Fig. 1: pin map
(3 px per micron) Pins as bars across the die edge, other pins in gray.
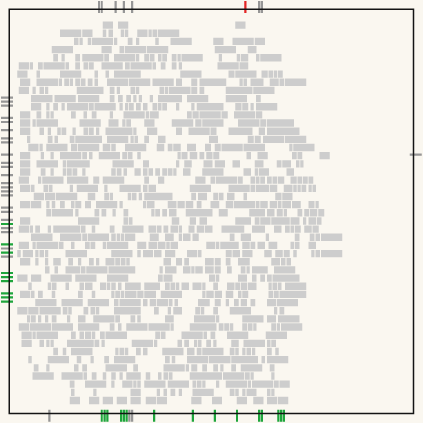
Fig. 2: signal wires on met4
(3 px per micron) Supply wires on this layer in gray. Cells faint in the background.
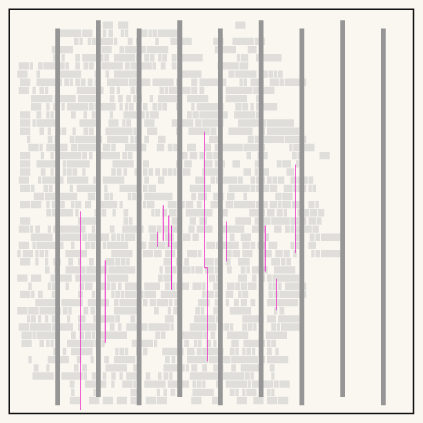
Fig. 3: layout detail
Region (76, 76) to (126, 126) microns. Cells in gray, sequential cells in the stronger gray; small squares are vias.
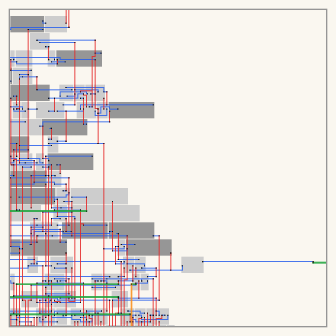
Fig. 4: met3 routing
(4 px per micron) Cells faint in the background.
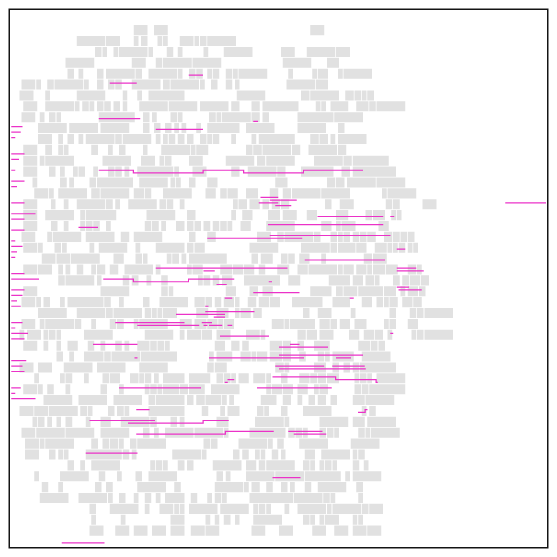
Fig. 5: clock nets
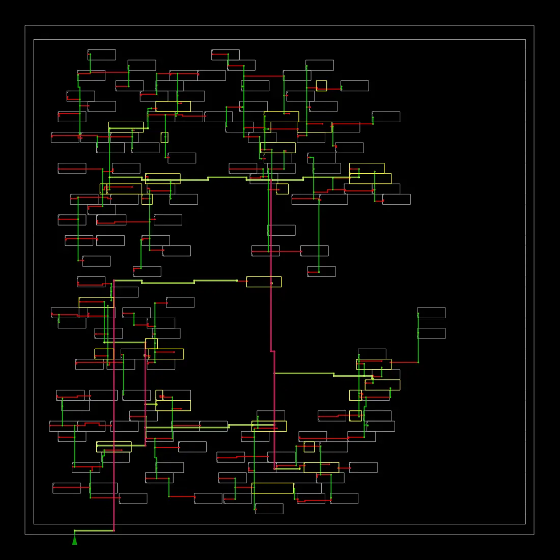
File: config.mk
export PLATFORM = sky130hd
export DESIGN_NAME = i2s_tx_flat
export DESIGN_NICKNAME = d
export VERILOG_FILES = /design/src/rtl/i2s_tx_if.sv /design/src/rtl/i2s_tx.sv /design/src/flat_wrapper.sv
export SDC_FILE = /design/constraint.sdc
export NUM_CORES = 1
export LEC_CHECK = 0
export ABC_CLOCK_PERIOD_IN_PS = 2900
export CORE_MARGIN = 2
export CORE_UTILIZATION = 35
export DETAILED_ROUTE_END_ITERATION = 6
export GPL_ROUTABILITY_DRIVEN = 0
export PLACE_DENSITY = 0.62
export RECOVER_POWER = 25
export SYNTH_ARGS = -nofsm -noshare
export SYNTH_HDL_FRONTEND = slang
export SYNTH_SLANG_ARGS = --single-unit
File: constraint.sdc
create_clock -name clk -period 2.9 [get_ports clk]
set_input_delay 0.435 -clock clk [delete_from_list [all_inputs] [get_ports clk]]
set_output_delay 0.435 -clock clk [all_outputs]
set_load 0.02 [all_outputs]
File: src/rtl/i2s_tx_if.sv
// Sample stream into the I2S transmitter: one stereo PCM pair per valid/ready handshake.
//   s_left, s_right : two's-complement samples, DATA_SIZE bits each
//   s_valid         : pair present (driven by the source)
//   s_ready         : transmitter holding register is free (driven by the sink)
interface i2s_tx_if #(
   parameter int unsigned DATA_SIZE = 24
) ();
   logic [DATA_SIZE-1:0] s_left;
   logic [DATA_SIZE-1:0] s_right;
   logic                 s_valid;
   logic                 s_ready;

   modport master (
      output s_left,
      output s_right,
      output s_valid,
      input  s_ready
   );

   modport slave (
      input  s_left,
      input  s_right,
      input  s_valid,
      output s_ready
   );
endinterface

File: src/rtl/i2s_tx.sv
// Philips-format I2S master transmitter.
// Generates SCK/WS from clk and shifts out stereo frames of 2*SLOT_WIDTH bits, MSB first,
// samples left-aligned in each slot. A one-entry holding register decouples the stream from
// frame timing; a frame loaded with the holding register empty sends zeros and sets underrun.
// Ports:
//   clk, rst          : system clock, synchronous active-high reset
//   en_i              : transmitter enable; low discards the current frame
//   s_if              : sample stream (slave side)
//   i2s_clk_o         : bit clock (SCK)
//   i2s_ws_o          : word select, 0 = left, 1 = right
//   i2s_sd_o          : serial data
//   frame_start_o     : one-cycle pulse on each frame load
//   underrun_o        : sticky underrun flag
//   clr_underrun_i    : clears underrun (a simultaneous set wins)
module i2s_tx #(
   parameter int unsigned CLK_FREQ     = 50_000_000,
   parameter int unsigned I2S_CLK_FREQ = 1_500_000,
   parameter int unsigned DATA_SIZE    = 24,
   parameter int unsigned SLOT_WIDTH   = 32
) (
   input  logic    clk,
   input  logic    rst,
   input  logic    en_i,
   i2s_tx_if.slave s_if,
   output logic    i2s_clk_o,
   output logic    i2s_ws_o,
   output logic    i2s_sd_o,
   output logic    frame_start_o,
   output logic    underrun_o,
   input  logic    clr_underrun_i
);

   localparam int unsigned HalfDivRaw = CLK_FREQ / (2 * I2S_CLK_FREQ);
   localparam int unsigned HALF_DIV   = (HalfDivRaw < 1) ? 1 : HalfDivRaw;
   localparam int unsigned FrameBits  = 2 * SLOT_WIDTH;
   localparam int unsigned PadW       = SLOT_WIDTH - DATA_SIZE;
   localparam int unsigned CntW       = (HALF_DIV > 1) ? $clog2(HALF_DIV) : 1;
   localparam int unsigned NW         = $clog2(FrameBits);

   localparam logic [CntW-1:0] CntMax  = CntW'(HALF_DIV - 1);
   localparam logic [NW-1:0]   NLast   = NW'(FrameBits - 1);
   localparam logic [NW-1:0]   WsFirst = NW'(SLOT_WIDTH - 1);
   localparam logic [NW-1:0]   WsLast  = NW'(FrameBits - 2);

   logic [CntW-1:0]      count_q, count_d;
   logic                 sck_q, sck_d;
   logic [NW-1:0]        n_q, n_d;
   logic                 ws_q, ws_d;
   logic                 sd_q, sd_d;
   logic [FrameBits-1:0] shift_q, shift_d;
   logic [DATA_SIZE-1:0] hold_l_q, hold_l_d;
   logic [DATA_SIZE-1:0] hold_r_q, hold_r_d;
   logic                 hold_valid_q, hold_valid_d;
   logic                 underrun_q, underrun_d;
   logic                 frame_start_q, frame_start_d;

   logic                  handshake;
   logic                  fall;
   logic                  load;
   logic [SLOT_WIDTH-1:0] slot_l;
   logic [SLOT_WIDTH-1:0] slot_r;

   assign handshake = s_if.s_valid & ~hold_valid_q;
   // Left-align each sample in its slot, zero padding below the LSB.
   assign slot_l    = SLOT_WIDTH'(hold_l_q) << PadW;
   assign slot_r    = SLOT_WIDTH'(hold_r_q) << PadW;

   always_comb begin
      count_d       = count_q;
      sck_d         = sck_q;
      n_d           = n_q;
      ws_d          = ws_q;
      sd_d          = sd_q;
      shift_d       = shift_q;
      hold_l_d      = hold_l_q;
      hold_r_d      = hold_r_q;
      hold_valid_d  = hold_valid_q;
      underrun_d    = underrun_q;
      frame_start_d = 1'b0;
      fall          = 1'b0;
      load          = 1'b0;

      if (!en_i) begin
         // Disable drops the frame in flight; the next enable restarts at a frame boundary.
         count_d = '0;
         sck_d   = 1'b0;
         n_d     = NLast;
         ws_d    = 1'b0;
         sd_d    = 1'b0;
         shift_d = '0;
      end else begin
         if (count_q == CntMax) begin
            count_d = '0;
            sck_d   = ~sck_q;
            fall    = sck_q;
         end else begin
            count_d = count_q + 1'b1;
         end

         if (fall) begin
            n_d = (n_q == NLast) ? '0 : n_q + 1'b1;
            if (n_d == '0) begin
               load    = 1'b1;
               shift_d = hold_valid_q ? {slot_l, slot_r} : '0;
            end
            // WS/SD change with the SCK falling edge so the receiver sees them settled
            // at the next rising edge; WS leads each slot MSB by one bit.
            sd_d = shift_d[NLast - n_d];
            ws_d = (n_d >= WsFirst) && (n_d <= WsLast);
         end
      end

      frame_start_d = load;

      // Empty hold at a load with a same-cycle handshake: zeros go out, pair waits a frame.
      if (handshake) begin
         hold_valid_d = 1'b1;
         hold_l_d     = s_if.s_left;
         hold_r_d     = s_if.s_right;
      end else if (load) begin
         hold_valid_d = 1'b0;
      end

      if (load && !hold_valid_q) begin
         underrun_d = 1'b1;
      end else if (clr_underrun_i) begin
         underrun_d = 1'b0;
      end
   end

   always_ff @(posedge clk) begin
      if (rst) begin
         count_q       <= '0;
         sck_q         <= 1'b0;
         n_q           <= NLast;
         ws_q          <= 1'b0;
         sd_q          <= 1'b0;
         shift_q       <= '0;
         hold_l_q      <= '0;
         hold_r_q      <= '0;
         hold_valid_q  <= 1'b0;
         underrun_q    <= 1'b0;
         frame_start_q <= 1'b0;
      end else begin
         count_q       <= count_d;
         sck_q         <= sck_d;
         n_q           <= n_d;
         ws_q          <= ws_d;
         sd_q          <= sd_d;
         shift_q       <= shift_d;
         hold_l_q      <= hold_l_d;
         hold_r_q      <= hold_r_d;
         hold_valid_q  <= hold_valid_d;
         underrun_q    <= underrun_d;
         frame_start_q <= frame_start_d;
      end
   end

   assign s_if.s_ready  = ~hold_valid_q;
   assign i2s_clk_o     = sck_q;
   assign i2s_ws_o      = ws_q;
   assign i2s_sd_o      = sd_q;
   assign frame_start_o = frame_start_q;
   assign underrun_o    = underrun_q;

endmodule

File: src/flat_wrapper.sv
// flat-port wrapper written by rule: the top's interface ports become plain ports
module i2s_tx_flat 
#(
   parameter int unsigned CLK_FREQ     = 50_000_000,
   parameter int unsigned I2S_CLK_FREQ = 1_500_000,
   parameter int unsigned DATA_SIZE    = 24,
   parameter int unsigned SLOT_WIDTH   = 32
)
  (clk, rst, en_i, i2s_clk_o, i2s_ws_o, i2s_sd_o, frame_start_o, underrun_o, clr_underrun_i, s_if_s_left, s_if_s_right, s_if_s_valid, s_if_s_ready);
  i2s_tx_if #(.DATA_SIZE(DATA_SIZE)) s_if_i ();
  input  logic clk;
  input  logic rst;
  input  logic en_i;
  output logic i2s_clk_o;
  output logic i2s_ws_o;
  output logic i2s_sd_o;
  output logic frame_start_o;
  output logic underrun_o;
  input  logic clr_underrun_i;
  input wire logic [$bits(s_if_i.s_left)-1:0] s_if_s_left;
  input wire logic [$bits(s_if_i.s_right)-1:0] s_if_s_right;
  input wire logic [$bits(s_if_i.s_valid)-1:0] s_if_s_valid;
  output wire logic [$bits(s_if_i.s_ready)-1:0] s_if_s_ready;
  assign s_if_i.s_left = s_if_s_left;
  assign s_if_i.s_right = s_if_s_right;
  assign s_if_i.s_valid = s_if_s_valid;
  assign s_if_s_ready = s_if_i.s_ready;
  i2s_tx #(.CLK_FREQ(CLK_FREQ), .I2S_CLK_FREQ(I2S_CLK_FREQ), .DATA_SIZE(DATA_SIZE), .SLOT_WIDTH(SLOT_WIDTH)) u_core (.clk(clk), .rst(rst), .en_i(en_i), .s_if(s_if_i), .i2s_clk_o(i2s_clk_o), .i2s_ws_o(i2s_ws_o), .i2s_sd_o(i2s_sd_o), .frame_start_o(frame_start_o), .underrun_o(underrun_o), .clr_underrun_i(clr_underrun_i));
endmodule
==> run summary <==
Results of the full flow below.

Clock tree:
- The run gives the maximum buffer depth of the clock tree as 2.
- The run gives the clock-pin slew on the worst setup and hold paths as 60 ps.
- TritonCTS built the clock tree.
- The run gives the clock latency at the later pin of the worst-skew pair as 420 ps.
- The cell sitting at the root of the clock tree is a clkbuf_16.
- In this run the number of H-tree levels came out at 4.
- The run gives the count of hold-fix buffers inserted at cts as 0.
- TritonCTS created 17 clock buffers.

Timing:
- The run gives the transition at the pin with the smallest max-transition slack as 1220 ps.
- The run gives the worst-case headroom to the max-slew limit as 18.9%.
- The run puts the worst hold slack after final layout at 452 ps.
- The run puts the final clock period utilization by the worst path at 93.9%.
- The run puts the total setup violations reported at the end of the flow at 0.
- In the final report, the number of pins over their slew limit comes to 0.
- The run gives the fmax as 367 MHz.
- Hold-check failures listed in the final report amount to 0.
- The run gives the minimum clock period as 2720 ps.

Place:
- The run puts the detailed placer's ending HPWL at 11.1 mm.
- The run gives the tally of buffers added on design ports as 58.
- The run gives the cell area after placement as 6880 sq um.

Logic synthesis:
- The run puts the number of cell instances after yosys synthesis at 765.
- The run gives the post-synth tally of flip-flops with integrated enable as 0.
- The run gives the instance count of the mapped netlist as 765.
- The run puts the synthesis area per yosys at 5940 sq um.
- In this run the cell area of the synthesized design comes to 5940 sq um.
- In this run the mean area of a mapped cell was 7.76 sq um.
- After synthesis the netlist holds a flip-flop and latch count of 128.
- The run puts the synthesized net count at 822.
- The run gives the number of warnings printed during yosys synthesis as 0.
- The run puts the share of synthesized area occupied by flip-flops and latches at 43.2%.
- The run gives the top flip-flop cell by instance count after synthesis as dfxtp_1.
- The run gives the async set-or-reset flop fraction in the synthesized netlist as 0%.

Hold path:
- The run gives the cell depth of the worst hold path as 2.
- Note that the worst hold path type here is reg -> reg.
- The run gives the capture endpoint of the worst hold path as u_core.hold_r_q[6].
- The run gives the startpoint of the tightest hold check path as u_core.hold_r_q[6].

Worst setup path:
- The run gives the required time of the critical path as 3240 ps.
- The run gives the kind of start point of the critical path as a flip-flop.
- The run gives the critical path data arrival time as 3060 ps.
- The run gives the worst flop-to-flop path startpoint as u_core.n_q[1].
- The critical path is of the reg -> reg type.
- The worst register-to-register path has a depth of 10.
- The run gives the critical path endpoint category as a flip-flop.
- The endpoint identified for the worst register-to-register timing path is u_core.i2s_sd_o.
- The setup check on the worst reg-to-reg path leaves a slack of 180 ps.

Floorplanning:
- Pin placement for this block handled 59 I/O pins.
- The run puts the area enclosed by the die boundary at 18000 sq um.
- The run gives the die outline height as 134 microns.
- In this run the standard cell core region covers 16600 sq um.
- The run gives the floorplan utilization as 35.8%.
- After floorplanning, the core was divided into 47 placement rows.
- The run puts the width of the die at 134 microns.

Routing:
- The run puts the routed wirelength normalized by instance count at 15.2 microns.
- The run puts the final wirelength at 15.9 mm.
- The run gives the starting DRC count in detailed routing as 434.
- The run puts the detailed-route vias per instance at 5.22.
- For this run, design rule violations remaining after detail routing come to 0.
- The run puts the total vias in the final route at 5472.
- The run puts the antenna violation net count after detailed routing at 0.

Layout:
- The area growth from synthesis to layout is 25.7%.
- The run gives the final cell utilization of the core as 45.0%.
- The library cells used most frequently in the layout, excluding fill and tap cells, are nand2_1 (189), dfxtp_1 (127), a21oi_1 (116).
- The run gives the most common library cell in the layout ignoring fill and taps as nand2_1.
- The run puts the final layout net count at 874.
- Of the cells placed in the final design, the portion with a size suffix greater than 1 is 11.6%.
- The run puts the post-layout instance area at 7460 sq um.
- The final antenna diode tally reported by the flow is 0.

Power:
- The run puts the total power density per cell area at 555 nW/um^2.
- The run puts the total power draw at 4140 uW.
- The power report puts the leakage power at 0.00276 uW.
- The worst VDD IR drop from the latest analysis is 363 uV.

Status:
- The run finished with clean final reports.

Run:
- The run gives the number of warnings in the stage logs as 28.
- The run gives the total of max-cap violations as 0.

GRT:
- Global routing used 18.2% of the available tracks.
- The run gives the largest net degree at the start of global routing as 53.
- The run puts the wire length of the first global-routing pass at 26.4 mm.
- The via count of the first global-routing pass is 5110.
- The run puts the leftover overflow at the end of global routing at 0.
## Picture notes: Fig. 1
- green: s_if_s_left (pins 24; direction input; edge 15 bottom, 9 left)
- red: frame_start_o (pins 1; direction output; edge top)

## Picture notes: Fig. 2
- wire length on this layer: 285 microns
- main direction: vertical

## Picture notes: Fig. 3
- orange: metal 4
- blue: metal 1
- red: metal 2
- green: metal 3
- most frequent: dfxtp_1 (12), and3_1 (9), a21oi_1 (6)
- cells with their middle in the window: 66
- netlist names of flops here include: u_core.shift_q (5), u_core.count_q (4)
- sequential cells in the window: 12

## Picture notes: Fig. 4
- share of all routed wire: 5.2%
- nets with wire on the layer: 74
- longest straight run: 32.7 microns
- main direction: horizontal
- wire length on this layer: 826 microns

## Picture notes: Fig. 5
number of clock sinks: 128
worst-case clock skew: 5.47 ps
num sequential: 128

## synthesized netlist by cell type (5+ instances only)
cell type / n / area (sq um)
nand2_1: 190 / 713
dfxtp_1: 128 / 2560
a21oi_1: 116 / 581
nand3_1: 71 / 355
clkbuf_1: 42 / 158
and3_1: 23 / 144
nor2_1: 23 / 86.3
o21ai_0: 16 / 80.1
buf_2: 14 / 70.1
mux2i_1: 10 / 100
nand4_1: 9 / 56.3
a31oi_1: 8 / 50.1
inv_1: 8 / 30.0
nor3_1: 7 / 35.0
a211oi_1: 6 / 45.0
and2_1: 6 / 37.5
buf_4: 6 / 45.0
mux2_2: 5 / 56.3
## final cells by class
class / instances / area [sq um]
Fill cell: 1694 / 9120
Inverter: 8 / 30.0
Clock buffer: 18 / 439
Clock inverter: 13 / 138
Multi-Input combinational cell: 561 / 3060
Sequential cell: 128 / 2560
Tap cell: 220 / 275
Timing Repair Buffer: 101 / 953
## metal layers
layer  track usage (%)  vias to the layer above  wire [microns]
met3              4.31                       28             826
met4              6.55                        0             285
met2              27.7                      157            7130
met1              25.3                     2502            7690
met5                 0                        -               0
li1                  -                     2785               -
## worst max-delay path: stages, from the launching register on
cell and delay [ps]:
dfxtp_1 380, ha_2 270, and4_2 330, a21oi_1 190
buf_4 200, nor2_1 420, buf_4 210, nand4_1 110
a31oi_1 180, o311ai_1 140, a41oi_1 230
## kinds of logic after synthesis
family / share of synthesized area (%)
AND-OR/OR-AND: 18.7
XOR/XNOR: 0.738
adder cells (fa/ha/maj): 0.843
buffers and inverters: 5.86
flip-flops: 43.2
multiplexers: 4.34
AND/OR/NAND/NOR: 26.3
## state kept, by name, indices dropped and copies added, names as in the netlist
register and cells:
u_core.shift_q 64, u_core.hold_l_q 24, u_core.hold_r_q 24, u_core.n_q 6, u_core.count_q 4, u_core.frame_start_o 1, u_core.hold_valid_q 1, u_core.i2s_clk_o 1
u_core.i2s_sd_o 1, u_core.i2s_ws_o 1, u_core.underrun_o 1
## through the flow
step	setup TNS, ps	setup slack [ps]	std cells
after floorplan	0	194	765
after global placement	0	130	1018
after detailed placement	0	56.5	1018
after CTS	0	36.0	1049
after global routing	-4.25	-4.25	1049
final	0	177	1049
## where the power goes
group	internal [uW]	switching (uW)	total, uW	leakage, uW
sequential	1800	40.6	1840	0.00104
clock	1280	784	2070	0.000279
combinational	108	121	229	0.00144
## how the worst max path moves through the flow
| stage | start | end | slack [ps] | cells past startpoint |
|---|---|---|---|---|
| 3_3_place_gp | u_core.n_q[1] | u_core.i2s_sd_o | 130 | 10 |
| 4_1_cts | u_core.n_q[1] | u_core.i2s_sd_o | 40 | 10 |
| 6_report | u_core.n_q[1] | u_core.i2s_sd_o | 180 | 10 |
| 5_1_grt | u_core.n_q[0] | u_core.i2s_sd_o | -4 | 10 |
| 2_1_floorplan | u_core.n_q[0] | u_core.i2s_sd_o | 190 | 12 |
| 3_5_place_dp | u_core.n_q[1] | u_core.i2s_sd_o | 60 | 10 |
## timing repair
item,4_1_cts,5_1_grt
setup buffers,0,0
endpoints found under the setup margin,0,1
resized,0,6
Power figures rest on the tool's default switching activity, not on a simulated workload.
